$ cat src/rtl/mem_arbiter_pkg.sv
// Shared types for the two-master memory arbiter: bus widths, FSM states and
// the round-robin winner selection.
package mem_arbiter_pkg;

  localparam int unsigned AdrWidth  = 16;
  localparam int unsigned DataWidth = 128;
  localparam int unsigned SelWidth  = DataWidth / 8;

  typedef logic [AdrWidth-1:0]  lc3b_word;
  typedef logic [DataWidth-1:0] lc3b_line;
  typedef logic [SelWidth-1:0]  lc3b_sel;

  typedef enum logic [1:0] {
    ArbIdle   = 2'd0,
    ArbGrantI = 2'd1,
    ArbGrantD = 2'd2
  } arb_state_t;

  typedef enum logic {
    SideI = 1'b0,
    SideD = 1'b1
  } arb_side_t;

  // On contention the side that did not win last time goes next.
  function automatic arb_side_t pick_winner(input logic      req_icache,
                                            input logic      req_dcache,
                                            input arb_side_t last_grant);
    arb_side_t winner;
    if (req_icache && req_dcache) begin
      winner = (last_grant == SideI) ? SideD : SideI;
    end else if (req_dcache) begin
      winner = SideD;
    end else begin
      winner = SideI;
    end
    return winner;
  endfunction

endpackage

$ cat src/rtl/mem_arbiter_control.sv
// Arbitration FSM: tracks which master owns the memory port for one whole
// transaction and remembers the last winner for round-robin.
module mem_arbiter_control
  import mem_arbiter_pkg::*;
#(
  parameter logic FIRST_PRIO = 1'b1
) (
  input  logic clk,
  input  logic rst,
  input  logic icache_req_i,
  input  logic dcache_req_i,
  input  logic icache_cyc_i,
  input  logic dcache_cyc_i,
  input  logic mem_ack_i,
  output logic grant_icache_o,
  output logic grant_dcache_o
);

  arb_state_t state_q, state_d;
  arb_side_t  last_grant_q, last_grant_d;
  logic       grant_icache_q, grant_icache_d;
  logic       grant_dcache_q, grant_dcache_d;
  arb_side_t  winner;

  always_comb begin
    state_d      = state_q;
    last_grant_d = last_grant_q;
    winner       = pick_winner(icache_req_i, dcache_req_i, last_grant_q);
    unique case (state_q)
      ArbIdle: begin
        if (icache_req_i || dcache_req_i) begin
          last_grant_d = winner;
          state_d      = (winner == SideD) ? ArbGrantD : ArbGrantI;
        end
      end
      // A completing ACK wins over a simultaneous CYC drop; both end the grant.
      ArbGrantI: begin
        if (mem_ack_i || !icache_cyc_i) begin
          state_d = ArbIdle;
        end
      end
      ArbGrantD: begin
        if (mem_ack_i || !dcache_cyc_i) begin
          state_d = ArbIdle;
        end
      end
      default: state_d = ArbIdle;
    endcase
    grant_icache_d = (state_d == ArbGrantI);
    grant_dcache_d = (state_d == ArbGrantD);
  end

  always_ff @(posedge clk) begin
    if (rst) begin
      state_q        <= ArbIdle;
      last_grant_q   <= arb_side_t'(~FIRST_PRIO);
      grant_icache_q <= 1'b0;
      grant_dcache_q <= 1'b0;
    end else begin
      state_q        <= state_d;
      last_grant_q   <= last_grant_d;
      grant_icache_q <= grant_icache_d;
      grant_dcache_q <= grant_dcache_d;
    end
  end

  assign grant_icache_o = grant_icache_q;
  assign grant_dcache_o = grant_dcache_q;

endmodule

$ cat src/rtl/mem_arbiter.sv
// Two-master wishbone arbiter: muxes the granted L1 master onto the shared
// memory port and gates ACK/RTY back to the requesters.
module mem_arbiter
  import mem_arbiter_pkg::*;
#(
  parameter logic FIRST_PRIO = 1'b1
) (
  input  logic     clk,
  input  logic     rst,
  // I-cache side
  input  logic     wb_icache_cyc_i,
  input  logic     wb_icache_stb_i,
  input  logic     wb_icache_we_i,
  input  lc3b_word wb_icache_adr_i,
  input  lc3b_line wb_icache_dat_m_i,
  input  lc3b_sel  wb_icache_sel_i,
  output lc3b_line wb_icache_dat_s_o,
  output logic     wb_icache_ack_o,
  output logic     wb_icache_rty_o,
  // D-cache / write-buffer side
  input  logic     wb_dcache_cyc_i,
  input  logic     wb_dcache_stb_i,
  input  logic     wb_dcache_we_i,
  input  lc3b_word wb_dcache_adr_i,
  input  lc3b_line wb_dcache_dat_m_i,
  input  lc3b_sel  wb_dcache_sel_i,
  output lc3b_line wb_dcache_dat_s_o,
  output logic     wb_dcache_ack_o,
  output logic     wb_dcache_rty_o,
  // Shared memory port
  output logic     wb_mem_cyc_o,
  output logic     wb_mem_stb_o,
  output logic     wb_mem_we_o,
  output lc3b_word wb_mem_adr_o,
  output lc3b_line wb_mem_dat_m_o,
  output lc3b_sel  wb_mem_sel_o,
  input  lc3b_line wb_mem_dat_s_i,
  input  logic     wb_mem_ack_i,
  input  logic     wb_mem_rty_i
);

  logic req_icache, req_dcache;
  logic grant_icache, grant_dcache;

  assign req_icache = wb_icache_cyc_i & wb_icache_stb_i;
  assign req_dcache = wb_dcache_cyc_i & wb_dcache_stb_i;

  mem_arbiter_control #(
    .FIRST_PRIO (FIRST_PRIO)
  ) u_control (
    .clk            (clk),
    .rst            (rst),
    .icache_req_i   (req_icache),
    .dcache_req_i   (req_dcache),
    .icache_cyc_i   (wb_icache_cyc_i),
    .dcache_cyc_i   (wb_dcache_cyc_i),
    .mem_ack_i      (wb_mem_ack_i),
    .grant_icache_o (grant_icache),
    .grant_dcache_o (grant_dcache)
  );

  // Memory port follows the granted master combinationally, so an abort
  // (CYC dropped) reaches memory in the same cycle.
  always_comb begin
    wb_mem_cyc_o   = 1'b0;
    wb_mem_stb_o   = 1'b0;
    wb_mem_we_o    = 1'b0;
    wb_mem_adr_o   = '0;
    wb_mem_dat_m_o = '0;
    wb_mem_sel_o   = '0;
    if (grant_dcache) begin
      wb_mem_cyc_o   = wb_dcache_cyc_i;
      wb_mem_stb_o   = wb_dcache_stb_i;
      wb_mem_we_o    = wb_dcache_we_i;
      wb_mem_adr_o   = wb_dcache_adr_i;
      wb_mem_dat_m_o = wb_dcache_dat_m_i;
      wb_mem_sel_o   = wb_dcache_sel_i;
    end else if (grant_icache) begin
      wb_mem_cyc_o   = wb_icache_cyc_i;
      wb_mem_stb_o   = wb_icache_stb_i;
      wb_mem_we_o    = wb_icache_we_i;
      wb_mem_adr_o   = wb_icache_adr_i;
      wb_mem_dat_m_o = wb_icache_dat_m_i;
      wb_mem_sel_o   = wb_icache_sel_i;
    end
  end

  assign wb_icache_ack_o = grant_icache & wb_mem_ack_i;
  assign wb_dcache_ack_o = grant_dcache & wb_mem_ack_i;

  // Owner sees memory's RTY; everyone else is told to retry while requesting.
  assign wb_icache_rty_o = grant_icache ? wb_mem_rty_i : req_icache;
  assign wb_dcache_rty_o = grant_dcache ? wb_mem_rty_i : req_dcache;

  assign wb_icache_dat_s_o = wb_mem_dat_s_i;
  assign wb_dcache_dat_s_o = wb_mem_dat_s_i;

endmodule

$ cat config.mk
export PLATFORM = sky130hd
export DESIGN_NAME = mem_arbiter
export DESIGN_NICKNAME = d
export VERILOG_FILES = /design/src/rtl/mem_arbiter_pkg.sv /design/src/rtl/mem_arbiter_control.sv /design/src/rtl/mem_arbiter.sv
export SDC_FILE = /design/constraint.sdc
export NUM_CORES = 1
export LEC_CHECK = 0
export ABC_CLOCK_PERIOD_IN_PS = 2890
export CAP_MARGIN = 25
export CORE_AREA = 2 2 338 340
export DETAILED_ROUTE_END_ITERATION = 10
export DIE_AREA = 0 0 340 342
export PLACE_DENSITY_LB_ADDON = 0.12
export SKIP_LAST_GASP = 1
export SLEW_MARGIN = 20
export SYNTH_ARGS = -nofsm -noshare
export SYNTH_HDL_FRONTEND = slang
export SYNTH_SLANG_ARGS = --single-unit
$ cat constraint.sdc
create_clock -name clk -period 2.89 [get_ports clk]
set_clock_uncertainty 0.1 [all_clocks]
set_input_delay 0.289 -clock clk [delete_from_list [all_inputs] [get_ports clk]]
set_output_delay 0.289 -clock clk [all_outputs]
set_load 0.02 [all_outputs]
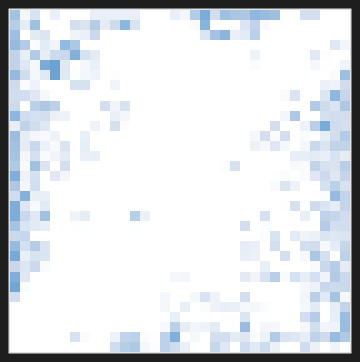
Figure 1: local utilization.
(1 px per µm) The die is cut into 34 by 34 equal tiles; white is low, dark blue is high, 0 to 100% covered.
fullest tile: 54%
nearly empty tiles: 65%
densest ninth of the die: upper left
emptiest ninth of the die: center
mean over tiles: 6.4%
Core ar.: 113100 µm²
utilization after layout: 8.234%
Init Core Util: 3.388%

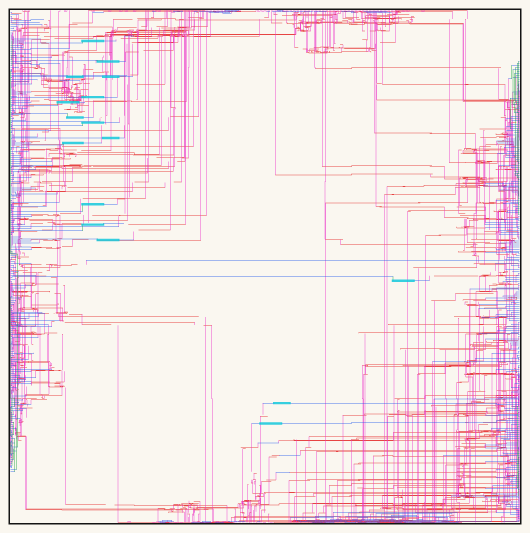
Figure 2: metal layers overlaid.
(1.5 px per µm)
| color | layer | wire length |
|---|---|---|
| cyan | metal 5 | 202 µm |
| green | metal 4 | 887 µm |
| blue | metal 3 | 6130 µm |
| red | metal 1 | 15900 µm |
| magenta | metal 2 | 20.3 mm |
routed len/inst: 19.57 µm
DRT Wirelength: 43.46 mm

==> results.toml <==
# implementation run metrics
[status]
run_status = "complete, no violations"

[die]
dieArea_um2 = 116300
std_cell_rows = 124
tapcell.inserted = 1512
io_pins = 881

[critical_path]
crit_type = "reg2out"
slowest_delay_ps = 680
critPathLaunch = "u_control.grant_icache_o"
end_kind = "primary output"
endpoint = "wb_mem_dat_m_o[91]"
reg2reg_slack_ps = 1710
path_buffers = 2
cp_slowest_cell = "clkdlybuf4s50_1"
r2r-start = "u_control.state_q[1]"
arrival_ps = 2270
path_cells = "nor2b_4 > buf_12 > a22o_1 > clkdlybuf4s50_1"
cp_top_family = "buffers and inverters"
startpoint_type = "flop"
worstPathMaxFanout = 56
cp_num_cells = 4
r2r_end = "u_control.grant_dcache_o"
reg2reg_depth = 2
crit_required_ps = 2500

[layout]
logic_area_um2 = 1574
final-nonclk-buf-share_pct = 60.70
drive_gt1_share_pct = 12.77
nNonClkBuffers = 506
flop-count = 5
largest_cell_class = "buffers"
nNetsFinal = 1164
final-clk-cell-share_pct = 0.8464
syn_to_final_growth_pct = 143.0
n_antenna_cell = 3
nClkBuffers = 4
multi_input_comb_cells = 189
nonClockInverterCount = 1
comb_area_share_pct = 16.90
fill_cells = 13140
seq-cell-share_pct = 1.115
seq_area_um2 = 103.9
fin_cells = 2220

[synth]
ys.warnings.count = 0
ys_area_um2 = 3832
ys_seq_share_pct = 2.612
syn_area_per_cell_um2 = 7.853
largest_area_cell = "buf_4"
syn_inst = 488
ys_cells = 488
yosysUniqueCellTypes = 20
top_area_share_pct = 50.15
synth_top_flop_cell = "dfxtp_1"
synthesis.nets = 946
edf_count = 0
ys_async_sr_fraction_pct = 0
top_cell = "buf_4"
ys.flops = 5
common_cells = "256 x buf_4, 160 x a22o_1, 12 x buf_2, 12 x clkbuf_1"
topCellsByArea = "buf_4 50%, a22o_1 37%, buf_6 2.9%"
netlist_area_um2 = 3832

[final_timing]
fin_setup_tns_ps = 0
setup_viol = 0
hold_violations = 0
period_minus_slack_ps = 2654
finalClockPeriodUsage_pct = 91.84
rsz0062_at_grt = "false"
slew_violations = 0
max_slew_margin_pct = 59.24
worstMarginPinSlew_ps = 611.5
clock.fmax_mhz = 376.8

[global_routing]
antenna_found_initial = 23
overflow = 0
first_global_vias = 5144
grt_start_max_net_pins = 83
grt_pass1_wl_mm = 53.76
grt_usage_pct = 6.967

[placed_design]
place_inst = 2213
io_buffers = 496
dpl.hpwl_mm = 39.30
gp_congestion = 0.7580

[clocking]
cts-resized-gates = 0
htreeDepth = 1
clk_pin_slew_ps = 30
cts-buffers-inserted = 3
cts_sinks = 5
postCtsSetupBuffers = 0
clkLatencyLatePin_ps = 230
cts_buffer_depth = 2
cts_hold_buf = 0
tritoncts = "built"
cts_root_buf = "clkbuf_16"

[power]
power_density_nw_per_um2 = 178.3
p_leak_nw = 2.926

[flow_run]
cap_violations = 0
warning_count = 26

[drt]
via_per_inst = 2.079
initialDrtViolationCount = 120
dr.pass1.iters = 4
vias = 4615
route.detailed.drc = 0
detail-route-antenna-nets = 0

[min_path]
min_path_type = "reg2reg"
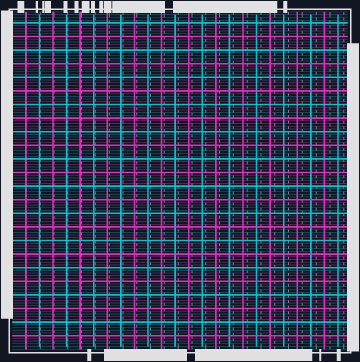
Figure 3: floorplan with the power grid.
(1 px per µm) Pins as bars on the die edge. Tap cells in gray.
| color | net |
|---|---|
| cyan | VDD |
| magenta | VSS |
tap cells: 1512
signal pins: 881
maximum VDD drop: 0.0001249 V
Die X: 340 µm
DIE HEIGHT: 342 µm

==> state kept, by name, summed over array words and instances, names as in the netlist <==
| signal | flops |
|---|---|
| u_control.grant_icache_o | 1 |
| u_control.state_q | 2 |
| u_control.grant_dcache_o | 1 |
| u_control.last_grant_q | 1 |
==> power by group <==
| group | leakage, nW | internal (W) | switching (W) |
|---|---|---|---|
| clock | 0.0382 | 0.000183 | 0.0000437 |
| combinational | 2.85 | 0.000790 | 0.000565 |
| sequential | 0.0417 | 0.0000730 | 0.00000598 |
| total | 2.93 | 0.00105 | 0.000615 |
==> layout by cell type, fill, tap and decap left out <==
| cell type | netlist | layout |
|---|---|---|
| o21ai_0 | 5 | 5 |
| dfxtp_1 | 5 | 4 |
| inv_1 | 1 | 1 |
| clkbuf_16 | 0 | 3 |
| dfxtp_4 | 0 | 1 |
| clkdlybuf4s50_1 | 0 | 421 |
| nand3b_1 | 2 | 2 |
| nand2_1 | 10 | 10 |
| or4_1 | 1 | 1 |
| o31ai_1 | 1 | 1 |
| and2_1 | 2 | 2 |
| o2111ai_1 | 1 | 1 |
| a311o_1 | 1 | 1 |
| diode_2 | 0 | 3 |
| a22o_1 | 160 | 160 |
| a211oi_1 | 4 | 4 |
| buf_4 | 256 | 21 |
| clkbuf_1 | 12 | 1 |
| nor2b_4 | 0 | 1 |
| a21oi_1 | 1 | 1 |
| buf_12 | 0 | 64 |
==> worst min-delay path by stage <==
stage,endpoint,from,cells past startpoint
after floorplan,u_control.last_grant_q,rst,1
after global placement,u_control.last_grant_q,u_control.last_grant_q,2
after detailed placement,u_control.last_grant_q,u_control.last_grant_q,2
after CTS,u_control.last_grant_q,u_control.last_grant_q,2
after global routing,u_control.last_grant_q,u_control.last_grant_q,2
final,u_control.last_grant_q,u_control.last_grant_q,2
==> routing by layer <==
| metal | share of wire (%) | vias to the layer above | GRT usage (%) |
|---|---|---|---|
| li1 | - | 1956 | - |
| met1 | 37 | 1986 | 7.364 |
| met2 | 47 | 546 | 11.88 |
| met3 | 14 | 95 | 4.228 |
| met4 | 2.0 | 32 | 1.327 |
| met5 | 0.46 | - | 0 |
==> per-stage QoR <==
| stage | hold slack [ps] | setup slack (ps) | cell area [µm²] | total power (W) |
|---|---|---|---|---|
| final | 403.8 | 235.9 | 9313 | 0.001660 |
| after global routing | 438.2 | 131.1 | 9305 | 0.001750 |
| after CTS | 401.4 | 184.3 | 9305 | 0.001716 |
| after detailed placement | 396.6 | 437.7 | 9226 | 0.001477 |
| after global placement | 406.3 | 465.7 | 9226 | 0.001483 |
| after floorplan | 258.1 | 1264 | 3832 | 0.0009643 |
==> cell families (layout without fill, tap and decap cells) <==
group	Yosys count	in the layout	synth area share, %
flops	5	5	2.612
compound gates	173	173	38.82
other cells	0	3	0
buf+inv	294	511	56.51
simple gates	16	16	2.057
==> worst register-to-register path, stage by stage (launching register included) <==
cell      delay [ps]
dfxtp_1          350
a311o_1          360
a211oi_1         270
No activity file was given, so power comes from the tool's default toggle rates.
